## config.mk

```make
export PLATFORM = sky130hd
export DESIGN_NAME = seq_divider
export DESIGN_NICKNAME = d
export VERILOG_FILES = /design/src/rtl/seq_divider_pkg.sv /design/src/rtl/seq_divider_trial_subtractor.sv /design/src/rtl/seq_divider.sv
export SDC_FILE = /design/constraint.sdc
export NUM_CORES = 1
export LEC_CHECK = 0
export ABC_AREA = 1
export CAP_MARGIN = 20
export CELL_PAD_IN_SITES_DETAIL_PLACEMENT = 1
export CELL_PAD_IN_SITES_GLOBAL_PLACEMENT = 1
export CORE_ASPECT_RATIO = 1.75
export CORE_MARGIN = 2
export CORE_UTILIZATION = 39
export CTS_BUF_LIST = sky130_fd_sc_hd__clkbuf_4 sky130_fd_sc_hd__clkbuf_8
export DETAILED_ROUTE_END_ITERATION = 8
export PLACE_DENSITY_LB_ADDON = 0.2
export SLEW_MARGIN = 15
export SYNTH_ARGS = -nofsm -noshare
export SYNTH_HDL_FRONTEND = slang
export SYNTH_HIERARCHICAL = 1
export SYNTH_SLANG_ARGS = --single-unit
```

## constraint.sdc

```tcl
create_clock -name Clk -period 5.55 [get_ports Clk]
set_input_delay 1.3875 -clock Clk [delete_from_list [all_inputs] [get_ports Clk]]
set_output_delay 1.3875 -clock Clk [all_outputs]
set_load 0.005 [all_outputs]
```

## src/rtl/seq_divider_pkg.sv

```systemverilog
// ============================================================================
//  Module      : div_pkg (package)
//  Description : Shared widths, iteration count and FSM state encoding for
//                the sequential restoring divider.
//  Revision    : 1.0 - initial release
// ============================================================================
`default_nettype none

package div_pkg;

    localparam int c_DATA_W = 8;   // operand / result width
    localparam int c_ITER   = 8;   // restoring steps per division
    localparam int c_CNT_W  = 3;   // iteration counter width

    typedef enum logic [1:0] {
        S_IDLE = 2'd0,
        S_RUN  = 2'd1,
        S_DONE = 2'd2
    } state_t;

endpackage : div_pkg

`default_nettype wire

```

## src/rtl/seq_divider_trial_subtractor.sv

```systemverilog
// ============================================================================
//  Module      : trial_subtractor (+ full_adder cell)
//  Description : Combinational 9-bit minuend minus zero-extended 8-bit
//                divisor, built as a ripple chain of full-adder cells with
//                the divisor inverted and carry-in tied to 1.
//  Ports       : i_minuend [8:0]  shifted partial remainder
//                i_divisor [7:0]  divisor
//                o_diff    [7:0]  low 8 bits of the difference
//                o_borrow         1 when minuend < divisor
//  Revision    : 1.0 - initial release
// ============================================================================
`default_nettype none

module full_adder (
    input  logic i_a,
    input  logic i_b,
    input  logic i_cin,
    output logic o_sum,
    output logic o_cout
);
    logic w_axb;

    assign w_axb  = i_a ^ i_b;
    assign o_sum  = w_axb ^ i_cin;
    assign o_cout = (i_a & i_b) | (i_cin & w_axb);
endmodule : full_adder

module trial_subtractor
    import div_pkg::*;
(
    input  logic [c_DATA_W:0]   i_minuend,
    input  logic [c_DATA_W-1:0] i_divisor,
    output logic [c_DATA_W-1:0] o_diff,
    output logic                o_borrow
);
    logic [c_DATA_W:0] w_carry;

    assign w_carry[0] = 1'b1;

    generate
        for (genvar gi = 0; gi < c_DATA_W; gi++) begin : g_bit
            full_adder u_fa (
                .i_a    (i_minuend[gi]),
                .i_b    (~i_divisor[gi]),
                .i_cin  (w_carry[gi]),
                .o_sum  (o_diff[gi]),
                .o_cout (w_carry[gi+1])
            );
        end
    endgenerate

    // Top bit: the divisor's extension bit is 0, inverted to 1, so that
    // cell's carry-out reduces to (a | cin). Its sum bit is never needed
    // because a kept difference always fits in 8 bits.
    assign o_borrow = ~(i_minuend[c_DATA_W] | w_carry[c_DATA_W]);

endmodule : trial_subtractor

`default_nettype wire

```

## src/rtl/seq_divider.sv

```systemverilog
// ============================================================================
//  Module      : seq_divider
//  Description : 8-bit unsigned sequential restoring divider, one quotient
//                bit per clock. FSM IDLE -> RUN (8 steps) -> DONE.
//  Ports       : Clk, Rst_n (sync, active-low), Start, Dividend[7:0],
//                Divisor[7:0] -> Quotient[7:0], Remainder[7:0], Busy, Done,
//                Div_by_zero (only when DIV_ZERO_FLAG_EN is defined).
//  Options     : DIV_ZERO_FLAG_EN - divide-by-zero short-cuts straight to
//                DONE with Quotient=FF, Remainder=Dividend and a flag.
//  Revision    : 1.0 - initial release
// ============================================================================
`default_nettype none

module seq_divider
    import div_pkg::*;
(
    input  logic                Clk,
    input  logic                Rst_n,
    input  logic                Start,
    input  logic [c_DATA_W-1:0] Dividend,
    input  logic [c_DATA_W-1:0] Divisor,
    output logic [c_DATA_W-1:0] Quotient,
    output logic [c_DATA_W-1:0] Remainder,
    output logic                Busy,
`ifdef DIV_ZERO_FLAG_EN
    output logic                Div_by_zero,
`endif
    output logic                Done
);
    localparam logic [c_CNT_W-1:0] c_LAST = c_CNT_W'(c_ITER - 1);

    state_t              r_state;
    logic [c_DATA_W-1:0] r_dvd;    // dividend bits shift out, quotient bits shift in
    logic [c_DATA_W-1:0] r_dsr;
    logic [c_DATA_W-1:0] r_rem;
    logic [c_CNT_W-1:0]  r_count;

    logic [c_DATA_W:0]   w_shift;
    logic [c_DATA_W-1:0] w_diff;
    logic                w_borrow;
    logic [c_DATA_W-1:0] w_next_rem;
    logic [c_DATA_W-1:0] w_next_q;

    assign w_shift    = {r_rem, r_dvd[c_DATA_W-1]};
    assign w_next_rem = w_borrow ? w_shift[c_DATA_W-1:0] : w_diff;
    assign w_next_q   = {r_dvd[c_DATA_W-2:0], ~w_borrow};

    trial_subtractor u_trial (
        .i_minuend (w_shift),
        .i_divisor (r_dsr),
        .o_diff    (w_diff),
        .o_borrow  (w_borrow)
    );

    always_ff @(posedge Clk) begin
        if (!Rst_n) begin
            r_state     <= S_IDLE;
            r_dvd       <= '0;
            r_dsr       <= '0;
            r_rem       <= '0;
            r_count     <= '0;
            Quotient    <= '0;
            Remainder   <= '0;
            Busy        <= 1'b0;
            Done        <= 1'b0;
`ifdef DIV_ZERO_FLAG_EN
            Div_by_zero <= 1'b0;
`endif
        end else begin
            case (r_state)
                S_IDLE, S_DONE: begin
                    Done        <= 1'b0;
`ifdef DIV_ZERO_FLAG_EN
                    Div_by_zero <= 1'b0;
`endif
                    if (Start) begin
                        r_dvd   <= Dividend;
                        r_dsr   <= Divisor;
                        r_rem   <= '0;
                        r_count <= '0;
`ifdef DIV_ZERO_FLAG_EN
                        if (Divisor == '0) begin
                            r_state     <= S_DONE;
                            Quotient    <= '1;
                            Remainder   <= Dividend;
                            Done        <= 1'b1;
                            Div_by_zero <= 1'b1;
                            Busy        <= 1'b0;
                        end else begin
                            r_state <= S_RUN;
                            Busy    <= 1'b1;
                        end
`else
                        r_state <= S_RUN;
                        Busy    <= 1'b1;
`endif
                    end else begin
                        r_state <= S_IDLE;
                    end
                end

                S_RUN: begin
                    r_rem   <= w_next_rem;
                    r_dvd   <= w_next_q;
                    r_count <= r_count + 1'b1;
                    if (r_count == c_LAST) begin
                        Quotient  <= w_next_q;
                        Remainder <= w_next_rem;
                        Busy      <= 1'b0;
                        Done      <= 1'b1;
                        r_state   <= S_DONE;
                    end
                end

                default: begin
                    r_state <= S_IDLE;
                    Busy    <= 1'b0;
                    Done    <= 1'b0;
                end
            endcase
        end
    end

endmodule : seq_divider

`default_nettype wire

```

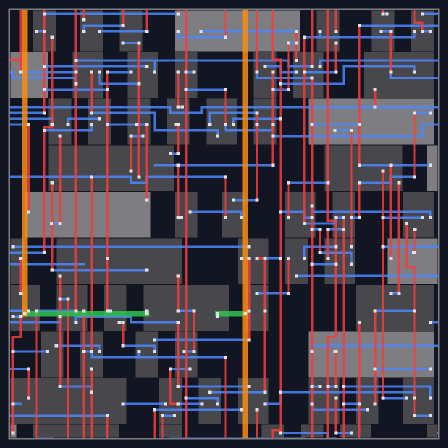
closeup.png
Window x 18 to 43, y 40 to 65 um. Cells in gray, sequential cells in the stronger gray; small squares are vias.
- M3: green
- M2: red
- M4: orange
- M1: blue
- most frequent: nand2_1 (12), inv_1 (8), nand3_1 (6)
- netlist names of flops here include: `r_count` (2)
- sequential cells in the window: 4
- cells with their middle in the window: 50

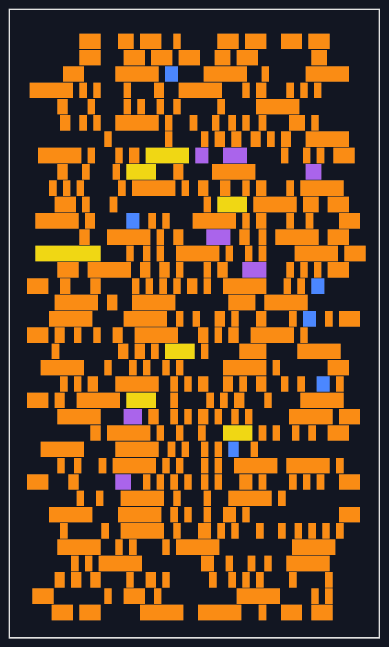
sizing.png
Drawn at 6 px/um.
- x2: blue (cells 6; share 1.7%; most used nand2_2)
- x6 and larger: yellow (cells 7; share 2.0%; most used clkbuf_8)
- x1 and smaller: orange (cells 326; share 94%; most used nand2_1)
- x3 and x4: purple (cells 7; share 2.0%)

-- cell families (layout without fill, tap and decap cells) --
group / count (synthesis) / count (layout) / share of synthesized area (%)
AOI/OAI and AO/OA: 30 / 30 / 7.45
DFF: 47 / 47 / 41.8
and+or+nand+nor: 162 / 162 / 30.8
adders and majority gates: 10 / 10 / 8.23
buffers and inverters: 62 / 96 / 11.6
other: 1 / 1 / 0.167
-- power groups by stage --
stage | registers [mW] | logic (mW) | clock network, mW
floorplan | 0.377 | 0.140 | 0
global placement | 0.380 | 0.185 | 0
detailed placement | 0.381 | 0.190 | 0
CTS | 0.374 | 0.191 | 0.262
global route | 0.377 | 0.222 | 0.278
finish | 0.373 | 0.187 | 0.251
-- Yosys cell counts, drive strengths merged --
library cell  count  area share (%)
nand2            75              14
clkinv            2            0.33
a21oi             7             1.6
ha                2             1.1
o21ai            14             3.1
nor3              5             1.1
fa                8             7.1
buf               7             2.3
nand3            22             4.9
nor2             60              11
conb              1            0.17
o21bai            5             1.7
clkbuf            5            0.83
o22ai             4             1.1
dfxtp            47              42
inv              48             8.1
-- flip-flops by register name, indices dropped and copies added, names as in the netlist --
signal	count
Busy	1
Done	1
Quotient	8
Remainder	8
r_count	3
r_dsr	8
r_dvd	8
r_rem	8
r_state	2
-- worst reg2reg max path, cell delays in order, from the launching register on --
cell      delay [ps]
dfxtp_1          350
fa_1             440
fa_1             390
fa_1             410
fa_1             400
fa_1             390
fa_1             400
fa_1             390
fa_1             360
nor2_1           110
buf_4            170
clkinv_1         220
nand3_1          150
nand2_1           60
nor2_1           110
nor2_1            50
-- worst paths after layout --
| check | endpoint | slack (ps) | depth (start not counted) |
|---|---|---|---|
| worst max-delay path | r_dvd[0] | 1010 | 15 |
| worst min-delay path | r_count[2] | 480 | 2 |
| worst max register to register | r_dvd[0] | 1010 | 15 |
| worst min register to register | r_count[2] | 480 | 2 |
-- per-layer routing --
metal / track usage, % / share of wire, % / up-vias
li1: - / - / 1008
met2: 31.9 / 52 / 24
met4: 6.38 / 1.7 / 0
met3: 3.36 / 2.1 / 7
met5: 0 / 0 / -
met1: 23.4 / 44 / 922
-- area by class of cell --
type	count	area, um2	share of cell area (%)
Timing Repair Buffer	38	375	13.6
Clock buffer	5	68.8	2.49
Tap cell	76	95.1	3.44
Inverter	50	190	6.88
Sequential cell	47	941	34.0
Multi-Input combinational cell	203	1050	38.0
Clock inverter	3	43.8	1.58
-- through the flow --
step / worst slack, ps / cell area (um2) / util (%) / instances
floorplan: 1300 / 2250 / - / 312
global placement: 1110 / 2650 / 47.5 / 414
detailed placement: 1020 / 2650 / 47.5 / 414
CTS: 965 / 2760 / 49.5 / 422
global route: 717 / 2760 / 49.5 / 422
finish: 1010 / 2760 / 49.5 / 422
==> run notes <==
Quick summary of the implementation run below.

The run finished with clean final reports. The post-synthesis chip area from yosys is 2250 um2. The wire length reported by the detailed router is 5140 um.

Once the floorplan was initialized, standard cells occupied 40.3% of the core. The total vias in the final route came out at 1961. The dominant logic cell type in the layout is nand2_1. The tally of buffers added on design ports is 36. The clock net in this run drives a total of 47 sinks. Using the TritonRoute via totals, the vias-per-cell ratio works out to 4.65. Looking at the post-CTS report, the setup buffer insertion count equals 0. The final power report lists total power as 0.811 mW.

The portion of total power attributed to sequential cells came out at 46.0%. The pin count of the biggest net entering global routing is 35. The root buffer cell chosen for the clock tree is clkbuf_8. The net count after synthesis is 341.

The report lists the number of standard-cell rows as 36. Hold repair after CTS inserted 0 buffers. The layout-stage area growth over the synthesis result came out at 22.8%. Setup repair after global routing left no endpoint under its margin. The iteration count of the initial detailed-routing pass is 4. The core area is 5590 um2.

The critical path required time is 5720 ps. The number of hold violations in the final report is 0. The switching portion of total power came out at between 30% and 40%. The nature of the critical path startpoint is a register. Yosys mapped the design onto 24 distinct sky130hd cell types. The timing report notes that buffer and inverter cells on the critical path total 2. In this run the critical path is formed by fa_1 > fa_1 > fa_1 > fa_1 > fa_1 > fa_1 > fa_1 > fa_1 > nor2_1 > buf_4 > clkinv_1 > nand3_1 > nand2_1 > nor2_1 > nor2_1.

Among cell families on the critical path, the largest total delay comes from adder cells. The setup TNS after final layout is 0 ps. The report shows a maximum critical-path fanout of 10. The critical hold path startpoint is r_count[2]. Once detail routing completed, the nets flagged for antenna violations numbered 0. The initial antenna violation count was 0. The number of inserted diodes came out at 0. The tally of yosys warning messages is 6.

The number of global-route vias before repair is 2050. The highest cell delay on the worst timing path came out at 440 ps. Clock skew on the completed layout was measured at 10.2 ps. The setup violation total in the final timing report came out at 0. The synth_stat.txt file lists the number of cells as 312. The number of gates resized after CTS was 0. The total die area is 6420 um2.

The total clock buffers created by CTS is 5. The portion of total power attributed to the clock network is 31.0%. The count of nets after finishing came out at 374. The overflow left after global routing is 0. The total track usage came out at 18.9%. A synthesized cell averages around 7 um2. The total DRC errors in the routed layout came out at 0.

The fmax came out at 0.220 GHz. The startpoint of the most critical register-to-register path is r_dvd[7]. The insertion delay of the later-clocked pin in the worst-skew pair came out at 300 ps. Before any placement, the netlist area is recorded as about 2300 um2. Checking hold timing, the worst path is listed with class register to register. The largest individual stage delay along the critical path comes from the cell fa_1. The die height is 105 um. The part of the power in combinational logic is 23.0%.

The number of H-tree levels came out at 2. The internal power summed over all cells is approximately 0.57 mW. At the pin with the least slew margin, the transition time is 543 ps.

The standby leakage power came out at 1.24 nW. In the final routed layout, each cell accounts on average for 12.2 um. Per the gpl log, the routability congestion estimate is approximately 0.78. The max capacitance violation total came out at 0. For reference, the most critical setup path is categorized as register to register. The sequential fraction of the synthesis area came out at approximately two fifths.

Per the cell usage report, the commonest logic cells after layout are 68 x nand2_1, 58 x nor2_1, 47 x dfxtp_1, 47 x inv_1, 36 x clkdlybuf4s50_1. The worst supply voltage drop on vdd came out at between 0.2 and 0.25 mV. Summed over all nets, the half-perimeter wirelength after detailed placement is approximately 3800 um. The synthesis stat section lists a flop and latch total of 47. Measured against its own limit, the worst slew margin works out to 63.7%.

The I/O pin count is 37. Cells with a size suffix above 1 make up 5.78% of the layout. The final critical path takes up 81.8% of the cycle.

TritonCTS built the clock tree. After layout, the minimum clock period comes to between 4000 and 5000 ps. In this run the horizontal extent of the chip is 61.4 um. The net switching power in the latest report is 0.246 mW. The first global-routing pass estimated ~9400 um of wire. On the final layout, the worst hold slack is 476 ps. Per the summary, power density relative to cell area is 293 nW/um2.

The max-slew violation count came out at 0. The data arrival time of the worst path is 4720 ps. The iteration-0 DRC count of the detailed router is 37.

Warnings raised by the tools during the run amount to 26. The critical path launch point is r_dvd[7]. Fill cells in the final layout number approximately 730. The clock slew seen by the registers of the worst setup and hold paths came out at roughly 90 ps. The capturing element type of the critical path is a register. Per the CTS log, the buffer count on the longest clock path is 2.
Power figures rest on the tool's default switching activity, not on a simulated workload.
